[config.mk]
export PLATFORM = sky130hd
export DESIGN_NAME = wb_sram_bridge_flat
export DESIGN_NICKNAME = d
export VERILOG_FILES = /design/src/rtl/wb_sram_pkg.sv /design/src/rtl/wb_sram_bridge_if.sv /design/src/rtl/wb_sram_decode.sv /design/src/rtl/wb_sram_bridge.sv /design/src/flat_wrapper.sv
export SDC_FILE = /design/constraint.sdc
export NUM_CORES = 1
export LEC_CHECK = 0
export ABC_AREA = 1
export CORE_MARGIN = 3
export CORE_UTILIZATION = 28
export CTS_CLUSTER_DIAMETER = 80
export CTS_CLUSTER_SIZE = 14
export DETAILED_ROUTE_END_ITERATION = 10
export GPL_ROUTABILITY_DRIVEN = 0
export PLACE_DENSITY = 0.63
export SETUP_SLACK_MARGIN = 0.15
export SLEW_MARGIN = 20
export SYNTH_ARGS = -nofsm -noshare
export SYNTH_HDL_FRONTEND = slang
export SYNTH_SLANG_ARGS = --single-unit
[constraint.sdc]
create_clock -name wb_clk_i -period 1.8 [get_ports wb_clk_i]
set_input_delay 0.36 -clock wb_clk_i [delete_from_list [all_inputs] [get_ports wb_clk_i]]
set_output_delay 0.36 -clock wb_clk_i [all_outputs]
set_load 0.005 [all_outputs]
[src/rtl/wb_sram_pkg.sv]
// Shared types and constants for the Wishbone-to-SRAM loader bridge.
package wb_sram_pkg;

   typedef enum logic [2:0] {
      StIdle,
      StWr,
      StRd,
      StRdw,
      StReg,
      StDeny,
      StAck
   } state_e;

   localparam logic [1:0]  REG_CTRL   = 2'd0;
   localparam logic [1:0]  REG_STATUS = 2'd1;
   localparam logic [1:0]  REG_CYCLES = 2'd2;

   localparam logic [31:0] DENY_DATA  = 32'hBADC_0DE5;

endpackage

[src/rtl/wb_sram_bridge_if.sv]
// Wishbone classic slave bus between the management SoC and the SRAM bridge.
interface wb_sram_bridge_if;

   logic        wbs_stb_i;
   logic        wbs_cyc_i;
   logic        wbs_we_i;
   logic [3:0]  wbs_sel_i;
   logic [31:0] wbs_dat_i;
   logic [31:0] wbs_adr_i;
   logic        wbs_ack_o;
   logic [31:0] wbs_dat_o;

   modport master (
      output wbs_stb_i, wbs_cyc_i, wbs_we_i, wbs_sel_i, wbs_dat_i, wbs_adr_i,
      input  wbs_ack_o, wbs_dat_o
   );

   modport slave (
      input  wbs_stb_i, wbs_cyc_i, wbs_we_i, wbs_sel_i, wbs_dat_i, wbs_adr_i,
      output wbs_ack_o, wbs_dat_o
   );

endinterface

[src/rtl/wb_sram_decode.sv]
// Combinational split of a Wishbone byte address into memory bank/word or register index.
module wb_sram_decode #(
   parameter int unsigned ADDR_W    = 8,
   parameter int unsigned NUM_BANKS = 2,
   parameter logic [31:0] BASE_ADDR = 32'h3000_0000
) (
   input  logic [31:0]                  i_adr,
   output logic                         o_hit,
   output logic                         o_is_reg,
   output logic [$clog2(NUM_BANKS)-1:0] o_bank,
   output logic [ADDR_W-1:0]            o_word,
   output logic [1:0]                   o_reg_idx
);

   localparam int unsigned BANK_W   = $clog2(NUM_BANKS);
   localparam int unsigned REGION_W = ADDR_W + BANK_W + 3;

   logic [31:0] w_off;

   // Addresses below the base wrap to a huge offset and fall outside the region.
   assign w_off     = i_adr - BASE_ADDR;
   assign o_hit     = ((w_off >> REGION_W) == 32'd0);
   assign o_is_reg  = w_off[REGION_W-1];
   assign o_bank    = w_off[ADDR_W+2 +: BANK_W];
   assign o_word    = w_off[2 +: ADDR_W];
   assign o_reg_idx = w_off[3:2];

endmodule

[src/rtl/wb_sram_bridge.sv]
// Wishbone loader/readback bridge for NUM_BANKS SRAM macros plus core-reset control.
// Optional macro WB_CYCLE_COUNTER_EN adds the read-only CYCLES register.
module wb_sram_bridge
   import wb_sram_pkg::*;
#(
   parameter int unsigned DATA_W    = 32,
   parameter int unsigned ADDR_W    = 8,
   parameter int unsigned NUM_BANKS = 2,
   parameter logic [31:0] BASE_ADDR = 32'h3000_0000,
   parameter int unsigned READ_LAT  = 1
) (
   input  logic                          wb_clk_i,
   input  logic                          wb_rst_i,
   wb_sram_bridge_if.slave               wbs,
   output logic [NUM_BANKS-1:0]          sram_csb0,
   output logic                          sram_web0,
   output logic [3:0]                    sram_wmask0,
   output logic [ADDR_W-1:0]             sram_addr0,
   output logic [DATA_W-1:0]             sram_din0,
   input  logic [NUM_BANKS-1:0]          core_csb1,
   input  logic [NUM_BANKS*ADDR_W-1:0]   core_addr1,
   output logic [NUM_BANKS-1:0]          sram_csb1,
   output logic [NUM_BANKS*ADDR_W-1:0]   sram_addr1,
   input  logic [NUM_BANKS*DATA_W-1:0]   sram_dout1,
   output logic                          processor_reset
);

   localparam int unsigned          BANK_W   = $clog2(NUM_BANKS);
   localparam logic [NUM_BANKS-1:0] BANK_ONE = {{(NUM_BANKS-1){1'b0}}, 1'b1};
   localparam logic [1:0]           LAT_LAST = 2'(READ_LAT - 1);

   logic                        w_hit;
   logic                        w_is_reg;
   logic [BANK_W-1:0]           w_bank;
   logic [ADDR_W-1:0]           w_word;
   logic [1:0]                  w_reg_idx;
   logic [DATA_W-1:0]           w_reg_rdata;
   logic [DATA_W-1:0]           w_bank_dout;
   logic [31:0]                 w_cycles;

   state_e                      r_state;
   logic                        r_we;
   logic                        r_wsel0;
   logic                        r_wbit0;
   logic [BANK_W-1:0]           r_bank;
   logic [1:0]                  r_reg_idx;
   logic [1:0]                  r_lat_cnt;
   logic [NUM_BANKS-1:0]        r_csb0;
   logic                        r_web0;
   logic [3:0]                  r_wmask0;
   logic [ADDR_W-1:0]           r_addr0;
   logic [DATA_W-1:0]           r_din0;
   logic [NUM_BANKS-1:0]        r_csb1;
   logic [NUM_BANKS*ADDR_W-1:0] r_addr1;
   logic                        r_ack;
   logic [DATA_W-1:0]           r_dat;
   logic                        r_proc_rst;
   logic                        r_denied;

   wb_sram_decode #(
      .ADDR_W    (ADDR_W),
      .NUM_BANKS (NUM_BANKS),
      .BASE_ADDR (BASE_ADDR)
   ) u_decode (
      .i_adr     (wbs.wbs_adr_i),
      .o_hit     (w_hit),
      .o_is_reg  (w_is_reg),
      .o_bank    (w_bank),
      .o_word    (w_word),
      .o_reg_idx (w_reg_idx)
   );

`ifdef WB_CYCLE_COUNTER_EN
   logic [31:0] r_cycles;

   // Held at zero while the core is in reset, so each release restarts the count.
   always_ff @(posedge wb_clk_i) begin
      if (wb_rst_i || r_proc_rst) r_cycles <= '0;
      else                        r_cycles <= r_cycles + 32'd1;
   end
   assign w_cycles = r_cycles;
`else
   assign w_cycles = '0;
`endif

   assign w_bank_dout = sram_dout1[r_bank*DATA_W +: DATA_W];

   always_comb begin
      w_reg_rdata = '0;
      case (r_reg_idx)
         REG_CTRL:   w_reg_rdata[0]   = r_proc_rst;
         REG_STATUS: w_reg_rdata[1:0] = {r_proc_rst, r_denied};
         REG_CYCLES: w_reg_rdata      = w_cycles;
         default:    w_reg_rdata      = '0;
      endcase
   end

   always_ff @(posedge wb_clk_i) begin
      if (wb_rst_i) begin
         r_state    <= StIdle;
         r_we       <= 1'b0;
         r_wsel0    <= 1'b0;
         r_wbit0    <= 1'b0;
         r_bank     <= '0;
         r_reg_idx  <= '0;
         r_lat_cnt  <= '0;
         r_csb0     <= '1;
         r_web0     <= 1'b1;
         r_wmask0   <= '0;
         r_addr0    <= '0;
         r_din0     <= '0;
         r_csb1     <= '1;
         r_addr1    <= '0;
         r_ack      <= 1'b0;
         r_dat      <= '0;
         r_proc_rst <= 1'b1;
         r_denied   <= 1'b0;
      end else begin
         case (r_state)
            StIdle: begin
               if (wbs.wbs_stb_i && wbs.wbs_cyc_i && w_hit) begin
                  r_we      <= wbs.wbs_we_i;
                  r_wsel0   <= wbs.wbs_sel_i[0];
                  r_wbit0   <= wbs.wbs_dat_i[0];
                  r_bank    <= w_bank;
                  r_reg_idx <= w_reg_idx;
                  if (w_is_reg) begin
                     r_state <= StReg;
                  end else if (!r_proc_rst) begin
                     r_state <= StDeny;
                  end else if (wbs.wbs_we_i) begin
                     r_csb0   <= ~(BANK_ONE << w_bank);
                     r_web0   <= 1'b0;
                     r_wmask0 <= wbs.wbs_sel_i;
                     r_addr0  <= w_word;
                     r_din0   <= wbs.wbs_dat_i;
                     r_state  <= StWr;
                  end else begin
                     r_csb1  <= ~(BANK_ONE << w_bank);
                     r_addr1 <= {NUM_BANKS{w_word}};
                     r_state <= StRd;
                  end
               end
            end
            StWr: begin
               r_csb0   <= '1;
               r_web0   <= 1'b1;
               r_wmask0 <= '0;
               r_dat    <= '0;
               r_ack    <= 1'b1;
               r_state  <= StAck;
            end
            StRd: begin
               r_csb1    <= '1;
               r_lat_cnt <= '0;
               r_state   <= StRdw;
            end
            StRdw: begin
               if (r_lat_cnt == LAT_LAST) begin
                  r_dat   <= w_bank_dout;
                  r_ack   <= 1'b1;
                  r_state <= StAck;
               end else begin
                  r_lat_cnt <= r_lat_cnt + 2'd1;
               end
            end
            StReg: begin
               if (r_we && r_wsel0) begin
                  if (r_reg_idx == REG_CTRL) r_proc_rst <= r_wbit0;
                  if (r_reg_idx == REG_STATUS && r_wbit0) r_denied <= 1'b0;
               end
               r_dat   <= r_we ? '0 : w_reg_rdata;
               r_ack   <= 1'b1;
               r_state <= StAck;
            end
            StDeny: begin
               r_denied <= 1'b1;
               r_dat    <= r_we ? '0 : DENY_DATA;
               r_ack    <= 1'b1;
               r_state  <= StAck;
            end
            StAck: begin
               r_ack   <= 1'b0;
               r_state <= StIdle;
            end
            default: r_state <= StIdle;
         endcase
      end
   end

   assign wbs.wbs_ack_o   = r_ack;
   assign wbs.wbs_dat_o   = r_dat;
   assign sram_csb0       = r_csb0;
   assign sram_web0       = r_web0;
   assign sram_wmask0     = r_wmask0;
   assign sram_addr0      = r_addr0;
   assign sram_din0       = r_din0;
   assign processor_reset = r_proc_rst;

   // Port 1 belongs to the core whenever it is out of reset.
   assign sram_csb1  = r_proc_rst ? r_csb1  : core_csb1;
   assign sram_addr1 = r_proc_rst ? r_addr1 : core_addr1;

endmodule
[src/flat_wrapper.sv]
// flat-port wrapper written by rule: the top's interface ports become plain ports
module wb_sram_bridge_flat import wb_sram_pkg::*;
#(
   parameter int unsigned DATA_W    = 32,
   parameter int unsigned ADDR_W    = 8,
   parameter int unsigned NUM_BANKS = 2,
   parameter logic [31:0] BASE_ADDR = 32'h3000_0000,
   parameter int unsigned READ_LAT  = 1
)
  (wb_clk_i, wb_rst_i, sram_csb0, sram_web0, sram_wmask0, sram_addr0, sram_din0, core_csb1, core_addr1, sram_csb1, sram_addr1, sram_dout1, processor_reset, wbs_wbs_stb_i, wbs_wbs_cyc_i, wbs_wbs_we_i, wbs_wbs_sel_i, wbs_wbs_dat_i, wbs_wbs_adr_i, wbs_wbs_ack_o, wbs_wbs_dat_o);
  wb_sram_bridge_if wbs_i ();
  input  logic wb_clk_i;
  input  logic wb_rst_i;
  output logic [NUM_BANKS-1:0] sram_csb0;
  output logic sram_web0;
  output logic [3:0] sram_wmask0;
  output logic [ADDR_W-1:0] sram_addr0;
  output logic [DATA_W-1:0] sram_din0;
  input  logic [NUM_BANKS-1:0] core_csb1;
  input  logic [NUM_BANKS*ADDR_W-1:0] core_addr1;
  output logic [NUM_BANKS-1:0] sram_csb1;
  output logic [NUM_BANKS*ADDR_W-1:0] sram_addr1;
  input  logic [NUM_BANKS*DATA_W-1:0] sram_dout1;
  output logic processor_reset;
  input wire logic [$bits(wbs_i.wbs_stb_i)-1:0] wbs_wbs_stb_i;
  input wire logic [$bits(wbs_i.wbs_cyc_i)-1:0] wbs_wbs_cyc_i;
  input wire logic [$bits(wbs_i.wbs_we_i)-1:0] wbs_wbs_we_i;
  input wire logic [$bits(wbs_i.wbs_sel_i)-1:0] wbs_wbs_sel_i;
  input wire logic [$bits(wbs_i.wbs_dat_i)-1:0] wbs_wbs_dat_i;
  input wire logic [$bits(wbs_i.wbs_adr_i)-1:0] wbs_wbs_adr_i;
  output wire logic [$bits(wbs_i.wbs_ack_o)-1:0] wbs_wbs_ack_o;
  output wire logic [$bits(wbs_i.wbs_dat_o)-1:0] wbs_wbs_dat_o;
  assign wbs_i.wbs_stb_i = wbs_wbs_stb_i;
  assign wbs_i.wbs_cyc_i = wbs_wbs_cyc_i;
  assign wbs_i.wbs_we_i = wbs_wbs_we_i;
  assign wbs_i.wbs_sel_i = wbs_wbs_sel_i;
  assign wbs_i.wbs_dat_i = wbs_wbs_dat_i;
  assign wbs_i.wbs_adr_i = wbs_wbs_adr_i;
  assign wbs_wbs_ack_o = wbs_i.wbs_ack_o;
  assign wbs_wbs_dat_o = wbs_i.wbs_dat_o;
  wb_sram_bridge #(.DATA_W(DATA_W), .ADDR_W(ADDR_W), .NUM_BANKS(NUM_BANKS), .BASE_ADDR(BASE_ADDR), .READ_LAT(READ_LAT)) u_core (.wb_clk_i(wb_clk_i), .wb_rst_i(wb_rst_i), .wbs(wbs_i), .sram_csb0(sram_csb0), .sram_web0(sram_web0), .sram_wmask0(sram_wmask0), .sram_addr0(sram_addr0), .sram_din0(sram_din0), .core_csb1(core_csb1), .core_addr1(core_addr1), .sram_csb1(sram_csb1), .sram_addr1(sram_addr1), .sram_dout1(sram_dout1), .processor_reset(processor_reset));
endmodule
==> ci_impl_report.md <==
### Flow metrics

| Metric | Value |
|---|---|
| Pwr dens | 592 nW/um^2 |
| Post-synth top flop | dfxtp_1 |
| Worst hold stages | 2 |
| Most used cell, CP | buf_12 |
| Total wire length | 17900 um |
| Port buffer count | 251 |
| # DRC | 0 |
| Post-synthesis cell area | 5210 sq um |
| RSZ-0062 raised after global routing | yes |
| Post-Synthesis Net Count | 912 |
| Worst R2R Path Depth | 10 |
| R2R setup slack | 0.23 ns |
| Met2 usage | 0.277 |
| Final setup TNS | 0 ns |
| Critical Path AT | 1.33 ns |
| H-Tree Depth | 3 |
| Critical-path cell list | buf_12 > buf_12 > buf_16 > nand2_4 > nand2_1 > buf_2 |
| Final Hold Fails | 0 |
| CP endpoint kind | output pin |
| Antenna-violating nets left | 0 |
| Antenna violations before repair | 0 |
| Number of fill cells | 1826 |
| Worst-Margin Slew | 0.419 ns |
| Share of cells above drive strength 1 | 0.133 |
| GR Util met1 | 0.202 |
| Cell count after synthesis | 756 |
| Number of global-route vias before repair | 5428 |
| Fin. max-slew vios | 0 |
| Top Layout Cells | clkdlybuf4s50_1 (207), nand2_1 (180), nor2_1 (123), dfxtp_1 (99), inv_1 (71) |
| Max incr delay on CP | 0.38 ns |
| Fin crit period | 1.69 ns |
| Clk slew on worst S/H paths | 0.07 ns |
| Die height | 142 um |
| Synth warnings | 0 |
| Ys async rst share | 0 |
| Clock buffer depth | 2 |
| Max-Cap Viols | 0 |
| Final period util | 0.940 |
| Vias/cell | 4.55 |
| Crit path max fanout | 5 |
| Nets | 1175 |
| Placed cell areas | 8010 sq um |
| Detailed placement HPWL | 12700 um |
| Top delay family on crit path | buffers and inverters |
| DRT iter0 DRCs | 206 |
| Setup violations, final | 0 |
| F_max | 591 MHz |
| FF-to-FF Start | u_core.processor_reset |
| Die width | 142 um |
| Final WS setup | 0.109 ns |
| Total power | 5180 uW |
| Total core area | 18100 sq um |
| Setup Skew | 0.00872 ns |
| Yosys reg bits | 103 |
| Min-Delay Path Class | primary input to register |
| Unique cell types | 32 |
| Slew HR | 0.721 |
| First-pass GRT wire length | 27700 um |
| 1st-pass router iterations | 4 |
| # rows | 49 |
| Starting density of the core | 0.287 |
| Worst R2R End | u_core.sram_din0[21] |
| Met3 Usage GRT | 0.0743 |
| Top Usage Layer GRT | met2 |
| Clock buffer count from CTS | 9 |
| Wire per inst | 14.3 um |
| Leak Pwr | 0.00373 uW |
| Logic area | 2640 sq um |
| Max IR drop VDD | 0.506 mV |
| Total track usage | 0.169 |
| Crit path kind | register to output pin |
| CTS tree | built |
| Buf+Inv Stages, Crit Path | 4 |
| I/O pins | 254 |
| YS chip area | 5210 sq um |
| Synth Area per Inst | 6.89 sq um |
| CTS root buf | clkbuf_16 |
| Hold_sp | wb_rst_i |
| # Cells Yosys | 756 |
| CP startpoint kind | register |
| Place WS | -0.236 ns |
| Area grow syn2layout | 67.9% |
| Critical-path top delay cell | dfxtp_4 |
| Hold endpoint | u_core.r_denied |
| ANT cells | 0 |
| Cts hold-fix bufs | 0 |
| Post-synthesis sequential area ratio | 0.396 |
| Post-synth EDFFs | 0 |
| Status | complete, no violations |
| OpenROAD warnings | 30 |
| Crit path DRT | 1.44 ns |
| Largest net degree at the start of global routing | 60 |
| DR vias | 5704 |
| GRT overflow | 0 |
| Clk_lat worst skew | 0.35 ns |
| CTS Sinks | 103 |
| Die area | 20300 sq um |
| Final instance area | 8750 sq um |
==> Yosys cell counts, types with 5 or more instances <==
master	count	share of area
inv_1	72	0.052
mux2i_1	18	0.035
mux2_2	13	0.028
buf_4	10	0.014
buf_2	6	0.0058
nand3_1	30	0.029
buf_6	6	0.013
nand4_1	52	0.062
clkbuf_1	19	0.014
inv_2	8	0.0058
dfxtp_1	103	0.40
nor2_1	128	0.092
buf_1	5	0.0036
a21oi_1	43	0.041
o21ai_0	24	0.023
nand2_1	188	0.14
==> where the power goes <==
part           switching (uW)  internal (uW)  total [uW]
sequential           0.000231           2270        2270
clock                     881           1480        2360
combinational             198            343         541
==> how the worst max path moves through the flow <==
stage	startpoint	to	slack [ns]	cells past startpoint
finish	u_core.processor_reset	sram_addr1[14]	0.11	6
global route	u_core.processor_reset	sram_addr1[14]	0.07	6
CTS	u_core.processor_reset	processor_reset	0.08	4
detailed placement	wbs_wbs_adr_i[29]	u_core.sram_din0[4]	-0.24	10
global placement	wbs_wbs_adr_i[24]	u_core.sram_din0[29]	-0.23	10
floorplan	u_core.processor_reset	sram_addr1[10]	0.33	5
==> worst reg2reg max path, stage by stage (launching register included) <==
cell and delay (ns):
dfxtp_4 0.40, inv_6 0.07, buf_4 0.15, nor2_4 0.08, inv_1 0.06, buf_4 0.14, nor2_4 0.19, buf_12 0.15
clkbuf_16 0.14, nor2_1 0.04, nor2_1 0.08
==> sequential cells by signal (all words and copies together), names as in the netlist, 2 cells and up <==
register,cells
u_core.sram_din0,32
u_core.wbs.wbs_dat_o,32
u_core.r_addr1,8
u_core.sram_addr0,8
u_core.sram_wmask0,4
u_core.r_state,3
u_core.r_csb1,2
u_core.r_lat_cnt,2
u_core.r_reg_idx,2
u_core.sram_csb0,2
==> layout make-up <==
cell class,instances,area share
clock buffers,12,0.0305
flip-flops and latches,103,0.237
repair buffers,298,0.351
well taps,229,0.0328
inverters,81,0.0359
clock inverters,4,0.0113
multi-input cells,526,0.301
==> layer usage <==
layer	up-vias	wire, um
li1	2952	-
met4	0	231
met3	12	2000
met1	2541	7730
met2	199	7910
met5	-	0
==> per-stage QoR <==
stage,cells,hold slack (ns)
detailed placement,1215,0.451
CTS,1243,0.372
global placement,1215,0.441
global route,1253,0.392
floorplan,756,0.429
finish,1253,0.384
==> kinds of logic (layout without fill, tap and decap cells) <==
family	after synthesis	count (layout)	share of synthesized area
DFF	103	103	0.396
adders and majority gates	1	1	0.00240
muxes	31	31	0.0627
and+or+nand+nor	414	414	0.348
AOI/OAI and AO/OA	80	80	0.0816
buffers and inverters	127	395	0.109
==> timing repair <==
item / 4_1_cts / 5_1_grt
endpoints found under the hold margin: 0 / 0
setup endpoints to repair: 28 / 107
pin swaps: 3 / 28
setup buffers: 8 / 8
gates cloned: 4 / 2
gates resized: 79 / 51
Figure 1. Cell density map.
(2 px per um) The die is cut into 14 by 14 equal tiles; dark purple is low, yellow is high, 0 to 100% covered.
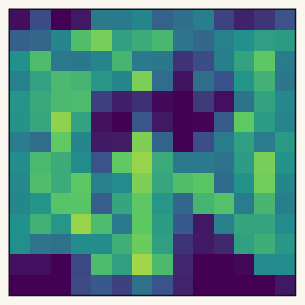
nearly empty tiles: 8.2%
densest ninth of the die: west
tiles over 75% full: 6.6%
fullest tile: 86%
mean over tiles: 42%
emptiest ninth of the die: south-east

Figure 2. Register map, names as in the netlist.
(3 px per um) Other sequential cells in the stronger gray, the rest of the logic in the fainter gray.
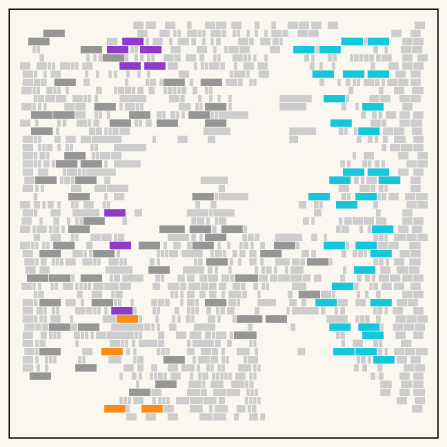
[cyan] u_core.wbs.wbs_dat_o | placed flops: 32 | where: a column on the right
[purple] u_core.sram_addr0 | placed flops: 8
[orange] u_core.sram_wmask0 | placed flops: 4 | where: south-west
not colored: 59
Reg area: 2070 sq um
post-layout util: 0.482
Seq area share: 0.237
P_seq: 2270 uW

Figure 3. Gate families picked out.
(3 px per um)
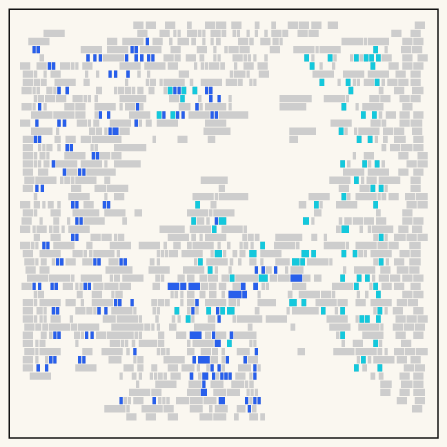
[cyan] inverting AOI/OAI gates | cells: 80
[blue] NOR gates | cells: 138
post-route non-filler standard cell count: 1253
Comb area share: 0.301
most used logic cell in the final layout: clkdlybuf4s50_1

Figure 4. I/O nets highlighted.
(3 px per um)
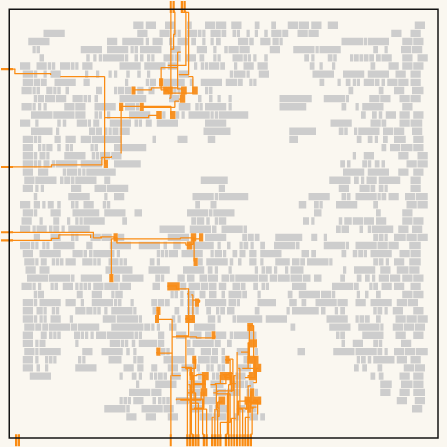
[orange] wbs_wbs_adr_i | direction: input | edge: 24 south, 4 west, 4 north | end cells: 50 | wire: 1170 um

Power is estimated from default activity; no workload was simulated.
